### config.mk
export PLATFORM = sky130hd
export DESIGN_NAME = ppa_pipe_flat
export DESIGN_NICKNAME = d
export VERILOG_FILES = /design/src/rtl/ppa_pipe_if.sv /design/src/rtl/ppa_pipe.sv /design/src/flat_wrapper.sv
export SDC_FILE = /design/constraint.sdc
export NUM_CORES = 1
export LEC_CHECK = 0
export CAP_MARGIN = 10
export CORE_UTILIZATION = 40
export DETAILED_ROUTE_END_ITERATION = 6
export GPL_TIMING_DRIVEN = 0
export SYNTH_ARGS = -nofsm -noshare
export SYNTH_HDL_FRONTEND = slang
export SYNTH_SLANG_ARGS = --single-unit
### constraint.sdc
create_clock -name CLK -period 15.9 [get_ports CLK]
set_input_delay 2.385 -clock CLK [delete_from_list [all_inputs] [get_ports CLK]]
set_output_delay 2.385 -clock CLK [all_outputs]
set_load 0.005 [all_outputs]
### src/rtl/ppa_pipe_if.sv
// ----------------------------------------------------------------------------
// ppa_pipe_if
// Stream bundle for the pipelined prefix adder/subtractor.
//   EN   pipeline advance (0 freezes every stage)
//   VI   input valid
//   A/B  operands, WIDTH bits
//   CI   carry-in (ignored for subtract)
//   SUB  1: A-B
//   VO   result valid
//   S    sum/difference, WIDTH bits
//   CO   carry-out (subtract: 1 = no borrow)
//   OV   signed two's-complement overflow
// master drives operands and sees results; slave is the adder itself.
// ----------------------------------------------------------------------------
interface ppa_pipe_if #(
   parameter int WIDTH = 16
) ();
   logic             EN;
   logic             VI;
   logic [WIDTH-1:0] A;
   logic [WIDTH-1:0] B;
   logic             CI;
   logic             SUB;
   logic             VO;
   logic [WIDTH-1:0] S;
   logic             CO;
   logic             OV;

   modport master (
      output EN, VI, A, B, CI, SUB,
      input  VO, S, CO, OV
   );

   modport slave (
      input  EN, VI, A, B, CI, SUB,
      output VO, S, CO, OV
   );
endinterface

### src/rtl/ppa_pipe.sv
// ----------------------------------------------------------------------------
// ppa_pipe
// Parametrised, pipelined Sklansky parallel-prefix adder/subtractor.
//   CLK  rising-edge clock
//   RST  synchronous active-high reset; clears all valid bits and the
//        output register, regardless of EN
//   bus  ppa_pipe_if slave: EN/VI/A/B/CI/SUB in, VO/S/CO/OV out
// Parameters:
//   WIDTH      operand width (>= 2); prefix depth L = clog2(WIDTH)
//   REG_EVERY  prefix levels per pipeline stage (1..L)
// Latency from an accepted VI to VO is 1 + ceil(L/REG_EVERY) cycles:
// one operand-prep register, a bank after every REG_EVERY prefix levels,
// and the output register after the last level.
// ----------------------------------------------------------------------------
module ppa_pipe #(
   parameter int WIDTH     = 16,
   parameter int REG_EVERY = 1
) (
   input  logic       CLK,
   input  logic       RST,
   ppa_pipe_if.slave  bus
);

   localparam int L = $clog2(WIDTH);

   // ------------------------------------------------------------------
   // Operand prep: subtract becomes A + ~B + 1; the carry-in is folded
   // into bit 0's generate so the tree yields carries including it.
   // ------------------------------------------------------------------
   logic [WIDTH-1:0] be;
   logic [WIDTH-1:0] p_pre;
   logic [WIDTH-1:0] g_pre;
   logic [WIDTH-1:0] x_pre;
   logic             ce_pre;

   always_comb begin
      be       = bus.SUB ? ~bus.B : bus.B;
      ce_pre   = bus.SUB | bus.CI;
      p_pre    = bus.A | be;
      g_pre    = bus.A & be;
      x_pre    = bus.A ^ be;
      g_pre[0] = g_pre[0] | (p_pre[0] & ce_pre);
   end

   logic [WIDTH-1:0] p_s1;
   logic [WIDTH-1:0] g_s1;
   logic [WIDTH-1:0] x_s1;
   logic             ce_s1;
   logic             v_s1;

   // Data registers only need to follow EN; a stale payload behind a
   // cleared valid bit is never observed.
   always_ff @(posedge CLK) begin
      if (RST) begin
         v_s1 <= 1'b0;
      end else if (bus.EN) begin
         v_s1  <= bus.VI;
         p_s1  <= p_pre;
         g_s1  <= g_pre;
         x_s1  <= x_pre;
         ce_s1 <= ce_pre;
      end
   end

   // ------------------------------------------------------------------
   // Prefix tree. lvl[k] holds the inputs to level k (either wired from
   // the previous level or a register bank) and its combined outputs.
   // At level k, bit i with bit k set merges with the bit that has i's
   // upper bits, bit k cleared and the low k bits set, so after level k
   // bit i covers the group down to i with its low k+1 bits cleared.
   // ------------------------------------------------------------------
   for (genvar k = 0; k < L; k++) begin : lvl
      logic [WIDTH-1:0] g_i;
      logic [WIDTH-1:0] p_i;
      logic [WIDTH-1:0] x_i;
      logic             ce_i;
      logic             v_i;
      logic [WIDTH-1:0] g_o;
      logic [WIDTH-1:0] p_o;

      if (k == 0) begin : src_s1
         assign g_i  = g_s1;
         assign p_i  = p_s1;
         assign x_i  = x_s1;
         assign ce_i = ce_s1;
         assign v_i  = v_s1;
      end else if ((k % REG_EVERY) == 0) begin : src_bank
         always_ff @(posedge CLK) begin
            if (RST) begin
               v_i <= 1'b0;
            end else if (bus.EN) begin
               v_i  <= lvl[k-1].v_i;
               g_i  <= lvl[k-1].g_o;
               p_i  <= lvl[k-1].p_o;
               x_i  <= lvl[k-1].x_i;
               ce_i <= lvl[k-1].ce_i;
            end
         end
      end else begin : src_wire
         assign g_i  = lvl[k-1].g_o;
         assign p_i  = lvl[k-1].p_o;
         assign x_i  = lvl[k-1].x_i;
         assign ce_i = lvl[k-1].ce_i;
         assign v_i  = lvl[k-1].v_i;
      end

      for (genvar i = 0; i < WIDTH; i++) begin : node
         if (((i >> k) & 1) == 1) begin : merge
            localparam int J = ((i >> (k + 1)) << (k + 1)) | ((1 << k) - 1);
            assign g_o[i] = g_i[i] | (p_i[i] & g_i[J]);
            assign p_o[i] = p_i[i] & p_i[J];
         end else begin : pass
            assign g_o[i] = g_i[i];
            assign p_o[i] = p_i[i];
         end
      end
   end

   // ------------------------------------------------------------------
   // Sum, carry-out and overflow from the final carries c[i] = G[i:0].
   // ------------------------------------------------------------------
   logic [WIDTH-1:0] c;
   logic [WIDTH-1:0] x_f;
   logic             ce_f;
   logic             v_f;
   logic [WIDTH-1:0] s_nxt;
   logic             unused_p;

   assign c        = lvl[L-1].g_o;
   assign x_f      = lvl[L-1].x_i;
   assign ce_f     = lvl[L-1].ce_i;
   assign v_f      = lvl[L-1].v_i;
   // Group propagate of the final level has no consumer.
   assign unused_p = ^lvl[L-1].p_o;
   assign s_nxt    = x_f ^ {c[WIDTH-2:0], ce_f};

   logic             vo_q;
   logic [WIDTH-1:0] s_q;
   logic             co_q;
   logic             ov_q;

   always_ff @(posedge CLK) begin
      if (RST) begin
         vo_q <= 1'b0;
         s_q  <= '0;
         co_q <= 1'b0;
         ov_q <= 1'b0;
      end else if (bus.EN) begin
         vo_q <= v_f;
         s_q  <= s_nxt;
         co_q <= c[WIDTH-1];
         ov_q <= c[WIDTH-1] ^ c[WIDTH-2];
      end
   end

   assign bus.VO = vo_q;
   assign bus.S  = s_q;
   assign bus.CO = co_q;
   assign bus.OV = ov_q;

endmodule

### src/flat_wrapper.sv
// flat-port wrapper written by rule: the top's interface ports become plain ports
module ppa_pipe_flat 
#(
   parameter int WIDTH     = 16,
   parameter int REG_EVERY = 1
)
  (CLK, RST, bus_EN, bus_VI, bus_A, bus_B, bus_CI, bus_SUB, bus_VO, bus_S, bus_CO, bus_OV);
  ppa_pipe_if #(.WIDTH(WIDTH)) bus_i ();
  input  logic CLK;
  input  logic RST;
  input wire logic [$bits(bus_i.EN)-1:0] bus_EN;
  input wire logic [$bits(bus_i.VI)-1:0] bus_VI;
  input wire logic [$bits(bus_i.A)-1:0] bus_A;
  input wire logic [$bits(bus_i.B)-1:0] bus_B;
  input wire logic [$bits(bus_i.CI)-1:0] bus_CI;
  input wire logic [$bits(bus_i.SUB)-1:0] bus_SUB;
  output wire logic [$bits(bus_i.VO)-1:0] bus_VO;
  output wire logic [$bits(bus_i.S)-1:0] bus_S;
  output wire logic [$bits(bus_i.CO)-1:0] bus_CO;
  output wire logic [$bits(bus_i.OV)-1:0] bus_OV;
  assign bus_i.EN = bus_EN;
  assign bus_i.VI = bus_VI;
  assign bus_i.A = bus_A;
  assign bus_i.B = bus_B;
  assign bus_i.CI = bus_CI;
  assign bus_i.SUB = bus_SUB;
  assign bus_VO = bus_i.VO;
  assign bus_S = bus_i.S;
  assign bus_CO = bus_i.CO;
  assign bus_OV = bus_i.OV;
  ppa_pipe #(.WIDTH(WIDTH), .REG_EVERY(REG_EVERY)) u_core (.CLK(CLK), .RST(RST), .bus(bus_i));
endmodule
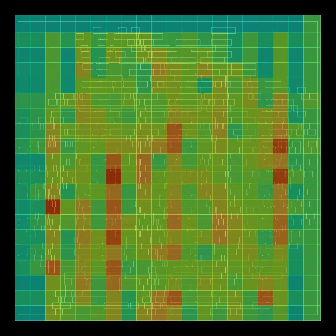
*Routing congestion*
WL/cell: 12.6 um
post-layout util: 49.7%
global-route usage over all layers: 9.96%
GR Util met1: 12.3%
GRT busiest layer: met2

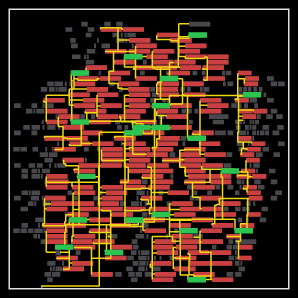
*Clock network drawn from the DEF*
Drawn at 2 px/um.
- flip-flops: red (count 204)
- clock wires: yellow (length 2170 um)
- clock-net drivers: green (count 21)
- flops lie: spread over the die

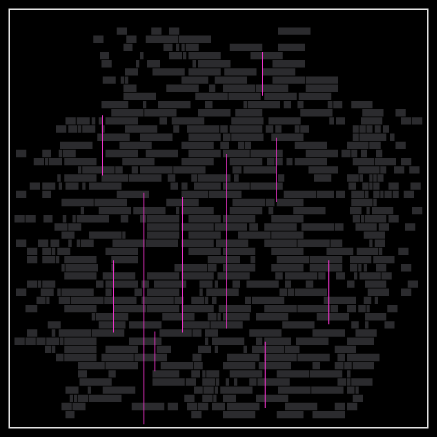
*Metal 4*
Drawn at 3 px/um. Cells faint in the background.
- share of all routed wire: 3.4%
- main direction: vertical

==> results_slide.txt <==
Flow Results at a Glance

GRT
  • Initial antenna violation count: 0
  • Largest net degree at the start of global routing: between 100 and 150
  • GR Overflow Total: 0

STA
  • Setup TNS Final: 0 ps
  • Final WS setup: between 10000 and 15000 ps
  • Post-layout min period: 4140 ps
  • Slew Viols, Final: 0
  • Worst Max-Slew Pin Slew: slightly above 500 ps
  • Fmax: between 0.2 and 0.25 GHz

Critical path
  • Crit-path leading delay family: buffers and inverters
  • Crit path DAT: 4270 ps
  • Critical Path RT: approximately 16000 ps
  • Critical Path, Cell by Cell: clkdlybuf4s50_1 -> nand2b_1 -> clkbuf_1 -> inv_8 -> buf_16
  • R2R cell count: 4
  • Worst path slowest cell: clkdlybuf4s50_1
  • Buf/Inv on CP: 4
  • Worst setup SP type: input port

Synthesis
  • Yosys warns: 0
  • Mapped Area: 7500 sq um
  • Top cells by area: edfxtp_1 72%, dfxtp_1 6.1%, ha_1 5.3%, xor2_1 2.7%, a21o_1 2.5%
  • Asr flop ratio synth: 0%
  • Commonest flop: edfxtp_1
  • Post-synth seq share: 78.6%
  • Ys cells: 426
  • Synth Instances: 426
  • Syn Area/Cell: 17.6 sq um

Clocking
  • Late-Pin Clk Latency: around 490 ps
  • Worst-case clock buffer depth: 3
  • CTS buffer count: 21
  • Hold_buf cts: 0
  • Post-cts resize count: 0
  • CTS tree: done

Placed design
  • DPL Wire Length: 6.01 mm
  • Setup WS pre-CTS: 11240 ps
  • IO buf count: 54

Route
  • Starting DRT DRC Count: 205

Finish
  • Finished Cell Area: roughly 9000 sq um
  • Syn-to-layout area delta: 20.3%
  • Largest register by flop count: u_core.lvl.x_i
  • Final cell count without fillers: 745
  • Biggest regs: u_core.lvl.x_i (64), u_core.lvl.p_i (49), u_core.lvl.g_i (48)

Min path
  • Hold WC Path Type: register to register
  • Hold path cells: 0

Floorplanning
  • Core Area: 18100 sq um
  • Top Ports: 57
  • Fp_density: 41.3%

Pwr
  • Worst vdd ir: 59.2 uV
  • PnR Total Power: 1.14 mW

Status
  • Status: finished clean
report_power, final:
group	total (mW)	switching, mW	leakage [nW]	internal (mW)
clock network	0.467	0.182	0.323	0.284
logic	0.0559	0.0284	1.14	0.0275
registers	0.622	0.00861	1.89	0.613
logic make-up after synthesis:
logic type / Yosys count / share of synthesized area, %
DFF: 204 / 78.6
buffers and inverters: 59 / 3.52
AOI/OAI and AO/OA: 51 / 5.09
and+or+nand+nor: 42 / 2.97
xor gates and xnor gates: 33 / 3.85
adders and majority gates: 32 / 5.34
muxes: 5 / 0.667
per-layer routing:
layer	track usage (%)	part of all wire [%]	up-vias
li1	-	-	1671
met1	12.3	47	1539
met2	16.0	45	67
met3	2.52	4.8	21
met4	5.73	3.3	0
met5	0	0	-
layout make-up:
type                    instances  area, sq um
plain buffers                  10         80.1
clock buffers                  28          572
clock inverters                 7         90.1
fillers                      1507         9120
inverters                      49          191
multi-input cells             163         1340
flip-flops and latches        204         5900
well taps                     229          287
repair buffers                 55          568
path summary, 6_finish.rpt:
path	startpoint	endpoint	slack, ps
max	RST	u_core.lvl[0].p_i[1]$_DFFE_PP_	11760
min	u_core.lvl[1].g_i[0]$_DFFE_PP_	u_core.lvl[2].g_i[0]$_DFFE_PP_	410
max reg2reg	u_core.lvl[3].g_i[7]$_DFFE_PP_	u_core.bus.S[11]$_SDFFE_PP0P_	14680
min reg2reg	u_core.lvl[1].g_i[0]$_DFFE_PP_	u_core.lvl[2].g_i[0]$_DFFE_PP_	410
cells in the final DEF, fill, tap and decap left out, types with 16 or more instances in the layout:
master	count
clkbuf_16	21
xor2_1	23
ha_1	32
dfxtp_1	23
a21o_1	25
edfxtp_1	181
clkdlybuf4s50_1	54
inv_1	48
nor2_1	16
and2_1	17
Power and IR drop assume default switching activity.
